### config.mk
export PLATFORM = sky130hd
export DESIGN_NAME = wb_burst_arbiter
export DESIGN_NICKNAME = d
export VERILOG_FILES = /design/src/rtl/wb_arb_pkg.sv /design/src/rtl/wb_rr_grant.sv /design/src/rtl/wb_burst_arbiter.sv
export SDC_FILE = /design/constraint.sdc
export NUM_CORES = 1
export LEC_CHECK = 0
export CAP_MARGIN = 20
export CORE_AREA = 5 5 123 125
export CTS_CLUSTER_SIZE = 14
export DETAILED_ROUTE_END_ITERATION = 8
export DIE_AREA = 0 0 128 130
export PLACE_DENSITY_LB_ADDON = 0.12
export SLEW_MARGIN = 15
export SYNTH_ARGS = -nofsm -noshare
export SYNTH_HDL_FRONTEND = slang
export SYNTH_SLANG_ARGS = --single-unit
### constraint.sdc
create_clock -name clk -period 1.53 [get_ports clk]
set_input_delay 0.153 -clock clk [delete_from_list [all_inputs] [get_ports clk]]
set_output_delay 0.153 -clock clk [all_outputs]
set_load 0.005 [all_outputs]
### src/rtl/wb_arb_pkg.sv
// Shared types and Wishbone cycle/burst encodings for the two-master burst arbiter.
package wb_arb_pkg;

    typedef enum logic [1:0] {
        IDLE  = 2'd0,
        OWN0  = 2'd1,
        OWN1  = 2'd2,
        ABORT = 2'd3
    } arb_state_t;

    // Cycle type identifier values
    localparam logic [2:0] CLASSIC = 3'b000;
    localparam logic [2:0] CONST   = 3'b001;
    localparam logic [2:0] INCR    = 3'b010;
    localparam logic [2:0] EOB     = 3'b111;

    // Burst type extension values
    localparam logic [1:0] LINEAR  = 2'b00;
    localparam logic [1:0] WRAP4   = 2'b01;
    localparam logic [1:0] WRAP8   = 2'b10;
    localparam logic [1:0] WRAP16  = 2'b11;

endpackage

### src/rtl/wb_rr_grant.sv
// Two-requester round-robin picker: a lone requester wins outright, a tie goes
// to whichever master did not own the bus last.
module wb_rr_grant (
    input  logic [1:0] req,
    input  logic       last,
    output logic [1:0] pick
);

    // One-hot pick from the request pair and the previous owner
    always_comb begin
        pick = 2'b00;
        case (req)
            2'b01:   pick = 2'b01;
            2'b10:   pick = 2'b10;
            2'b11:   pick = last ? 2'b01 : 2'b10;
            default: pick = 2'b00;
        endcase
    end

endmodule

### src/rtl/wb_burst_arbiter.sv
// Two-master, one-slave Wishbone B4 arbiter. The grant is held for a whole bus
// cycle so CTI/BTE bursts stay atomic; a stall watchdog aborts hung transfers.
module wb_burst_arbiter
    import wb_arb_pkg::*;
#(
    parameter int ADDR_WIDTH = 30,
    parameter int DATA_WIDTH = 32,
    parameter int TIMEOUT    = 255
) (
    input  logic                    clk,
    input  logic                    reset,
    // master 0
    input  logic [ADDR_WIDTH-1:0]   m0_adr,
    input  logic [DATA_WIDTH-1:0]   m0_dat_w,
    output logic [DATA_WIDTH-1:0]   m0_dat_r,
    input  logic                    m0_cyc,
    input  logic                    m0_stb,
    input  logic                    m0_we,
    input  logic [DATA_WIDTH/8-1:0] m0_sel,
    input  logic [2:0]              m0_cti,
    input  logic [1:0]              m0_bte,
    output logic                    m0_ack,
    output logic                    m0_err,
    // master 1
    input  logic [ADDR_WIDTH-1:0]   m1_adr,
    input  logic [DATA_WIDTH-1:0]   m1_dat_w,
    output logic [DATA_WIDTH-1:0]   m1_dat_r,
    input  logic                    m1_cyc,
    input  logic                    m1_stb,
    input  logic                    m1_we,
    input  logic [DATA_WIDTH/8-1:0] m1_sel,
    input  logic [2:0]              m1_cti,
    input  logic [1:0]              m1_bte,
    output logic                    m1_ack,
    output logic                    m1_err,
    // slave
    output logic [ADDR_WIDTH-1:0]   s_adr,
    output logic [DATA_WIDTH-1:0]   s_dat_w,
    input  logic [DATA_WIDTH-1:0]   s_dat_r,
    output logic [DATA_WIDTH/8-1:0] s_sel,
    output logic                    s_cyc,
    output logic                    s_stb,
    output logic                    s_we,
    output logic [2:0]              s_cti,
    output logic [1:0]              s_bte,
    input  logic                    s_ack,
    input  logic                    s_err,
    output logic [1:0]              grant
);

    localparam logic [15:0] WDOG_LIMIT = 16'(TIMEOUT - 1);

    arb_state_t  state, state_next;
    logic        last, last_next;
    logic        owner, owner_next;
    logic [15:0] wdog, wdog_next;
    logic        abort_first, abort_first_next;
    logic [1:0]  pick;
    logic        in_own;
    logic        owner_cyc;
    logic        owner_stb;
    logic        stall;

    wb_rr_grant u_rr_grant (
        .req  ({m1_cyc, m0_cyc}),
        .last (last),
        .pick (pick)
    );

    // State, round-robin history, current owner, watchdog and the one-shot abort flag
    always_ff @(posedge clk or posedge reset) begin
        if (reset) begin
            state       <= IDLE;
            last        <= 1'b1;
            owner       <= 1'b0;
            wdog        <= 16'd0;
            abort_first <= 1'b0;
        end else begin
            state       <= state_next;
            last        <= last_next;
            owner       <= owner_next;
            wdog        <= wdog_next;
            abort_first <= abort_first_next;
        end
    end

    // Slave side follows the owner register; outside OWN states cyc/stb are held low
    always_comb begin
        in_own    = (state == OWN0) || (state == OWN1);
        owner_cyc = owner ? m1_cyc : m0_cyc;
        owner_stb = owner ? m1_stb : m0_stb;
        s_adr     = owner ? m1_adr   : m0_adr;
        s_dat_w   = owner ? m1_dat_w : m0_dat_w;
        s_sel     = owner ? m1_sel   : m0_sel;
        s_we      = owner ? m1_we    : m0_we;
        s_cti     = owner ? m1_cti   : m0_cti;
        s_bte     = owner ? m1_bte   : m0_bte;
        s_cyc     = in_own & owner_cyc;
        s_stb     = in_own & owner_stb;
        stall     = s_stb & ~s_ack & ~s_err;
    end

    // Next-state logic: arbitrate in IDLE, hold for the whole cycle, watchdog in OWN
    always_comb begin
        state_next       = state;
        last_next        = last;
        owner_next       = owner;
        wdog_next        = 16'd0;
        abort_first_next = 1'b0;
        case (state)
            IDLE: begin
                if (pick[0]) begin
                    state_next = OWN0;
                    owner_next = 1'b0;
                end else if (pick[1]) begin
                    state_next = OWN1;
                    owner_next = 1'b1;
                end
            end
            OWN0, OWN1: begin
                if (!owner_cyc) begin
                    state_next = IDLE;
                    last_next  = owner;
                end else if (stall) begin
                    if (wdog == WDOG_LIMIT) begin
                        state_next       = ABORT;
                        abort_first_next = 1'b1;
                    end else begin
                        wdog_next = wdog + 16'd1;
                    end
                end
            end
            ABORT: begin
                if (!owner_cyc) begin
                    state_next = IDLE;
                    last_next  = owner;
                end
            end
            default: state_next = IDLE;
        endcase
    end

    // Responses reach only the owner; the abort error is a single registered pulse
    always_comb begin
        m0_dat_r = s_dat_r;
        m1_dat_r = s_dat_r;
        m0_ack   = (state == OWN0) & s_ack;
        m1_ack   = (state == OWN1) & s_ack;
        m0_err   = ((state == OWN0) & s_err) | ((state == ABORT) & abort_first & ~owner);
        m1_err   = ((state == OWN1) & s_err) | ((state == ABORT) & abort_first & owner);
        grant    = 2'b00;
        if (state == OWN0)       grant = 2'b01;
        else if (state == OWN1)  grant = 2'b10;
        else if (state == ABORT) grant = owner ? 2'b10 : 2'b01;
    end

endmodule

==> results.json <==
{
  "grt_usage": 0.1494,
  "ff_type": "dfrtp_1",
  "place_area_sq_um": 4776,
  "hold_slack_ns": 0.2337,
  "synthesis.nets": 465,
  "end_kind": "flop",
  "max_clock_freq_mhz": 577.6,
  "grt_pass1_vias": 2731,
  "status": "complete, but fails checks",
  "die_w_um": 128,
  "avgRoutedWirePerCell_um": 21.06,
  "grt_max_degree": 22,
  "avgSynthCellArea_sq_um": 9.366,
  "postCtsSetupRepairBufs": 18,
  "top_layer_used": "met4",
  "htree_levels": 1,
  "top_usage_layer": "met2",
  "rsz0062_at_grt": "yes",
  "drv_cap": 0,
  "synth_area_sq_um": 2566,
  "p_comb_frac": 0.819,
  "hold_path.class": "primary input to async pin",
  "overflow": 0,
  "cts_tree": "done",
  "rrSetupSlack_ns": -0.20,
  "cts_buffer_depth": 2,
  "synth_flops": 21,
  "wl_met3_um": 1230,
  "worst_slack_ns": -0.2012,
  "fp_util": 0.1863,
  "post-route-min-period_ns": 1.731,
  "total_power_mw": 6.881,
  "ys_seq_frac": 0.2053,
  "comb_area_sq_um": 1742,
  "power_switching_mw": 2.334,
  "synth-xor-area-share": 0.04778,
  "drive_gt1_frac": 0.5041,
  "use_met3": 0.05362,
  "worstPathCellList": "buf_6 -> mux2i_4 -> nor4b_4 -> buf_4 -> a41oi_2 -> o22ai_1 -> a2bb2oi_1",
  "num-fill-cells": 1390,
  "async_flop_share": 1.000,
  "r2r-end": "state[0]$_DFFE_PP0P_",
  "worstReg2RegStart": "owner$_DFFE_PP0P_",
  "final_nets": 676,
  "slew_headroom": 0.6398,
  "power_frac_clock": 0.082,
  "io_buffer_count": 231,
  "p_int_mw": 4.547,
  "dr.first_iter.drc_count": 35,
  "ys_cells": 274,
  "synth-adder-area-share": 0.03413,
  "cts_sinks": 21,
  "chipArea_sq_um": 16640,
  "ant_nets": 0,
  "diodes": 0,
  "antenna_found_initial": 0,
  "cts_resized": 388,
  "wl_met1_um": 5177,
  "yosys-top-cells-count": "mux2_2 (73), buf_4 (64), nor2_1 (22)",
  "clock_latency_ns": 0.25,
  "violations": "negative setup slack",
  "setup_viol": 95,
  "wl_um": 13980,
  "worstPathArrival_ns": 1.87,
  "powerComb_mw": 5.64,
  "required_ns": 1.67
}
## metrics by stage
stage / std cells / util / setup TNS (ns)
floorplan: 274 / - / 0
CTS: 659 / 0.3760 / -13.83
finish: 664 / 0.3959 / -10.20
global route: 664 / 0.3959 / -15.66
detailed placement: 632 / 0.3467 / -11.64
global placement: 632 / 0.3467 / -11.28
## sequential cells by signal (all words and copies together), names as in the netlist
signal and count:
last 1, owner 1, abort_first 1, state 2
wdog 16
## cell type report
class                      count  share of cell area
timing repair buffer         282              0.5227
multi-input combinational    170              0.3194
sequential                    21             0.09683
tap                          180             0.04130
clock buffer                   4             0.01446
inverter                       7            0.005278
## layout by cell type, fill, tap and decap left out, types with 9 or more instances in the layout
master and instances:
mux2_4 10, buf_6 53, nor2_4 16, mux2_2 63, dfrtp_1 19, nand3_1 9, clkdlybuf4s50_1 151, buf_2 34
buf_4 24, xor2_1 13
## worst max-delay path: cells and delay by family (launching register included)
family	cells	cell delay, ns
AND-OR/OR-AND	3	0.35
AND/OR/NAND/NOR	1	0.33
flip-flops	1	0.42
buffers and inverters	2	0.30
multiplexers	1	0.19
## worst max-delay path by stage
stage                 startpoint                    to  slack [ns]
6_report       owner$_DFFE_PP0P_  state[0]$_DFFE_PP0P_       -0.20
5_1_grt        owner$_DFFE_PP0P_     wdog[1]$_DFF_PP0_       -0.27
4_1_cts        owner$_DFFE_PP0P_           s_dat_w[20]       -0.25
3_5_place_dp   owner$_DFFE_PP0P_              s_adr[0]       -0.18
3_3_place_gp   owner$_DFFE_PP0P_              s_sel[3]       -0.18
2_1_floorplan  wdog[0]$_DFF_PP0_    wdog[10]$_DFF_PP0_       0.006
Figure 1. Met1 routing.
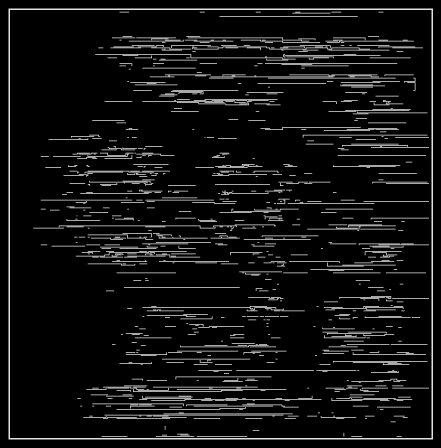
The layer carries 5180 um of wire. The longest straight run is 54.3 um. The layer holds 37% of the routed length. 578 nets have wire on it. The wires run mostly horizontal.

Figure 2. Metal 2.
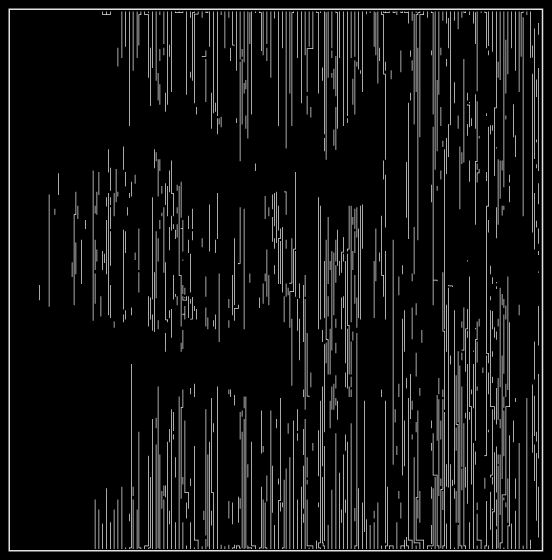
The wires run mostly vertical. 596 nets have wire on it. The layer holds 53% of the routed length. The layer carries 7370 um of wire.

Figure 3. M3 wires.
The bar under the picture is 50 um long.
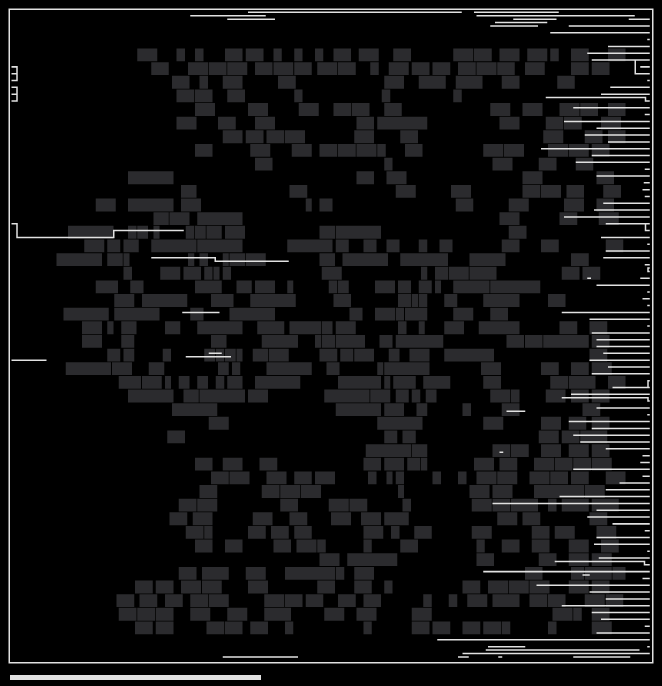
102 nets have wire on it. The layer carries 1230 um of wire. The longest straight run is 42.3 um. The wires run mostly horizontal.

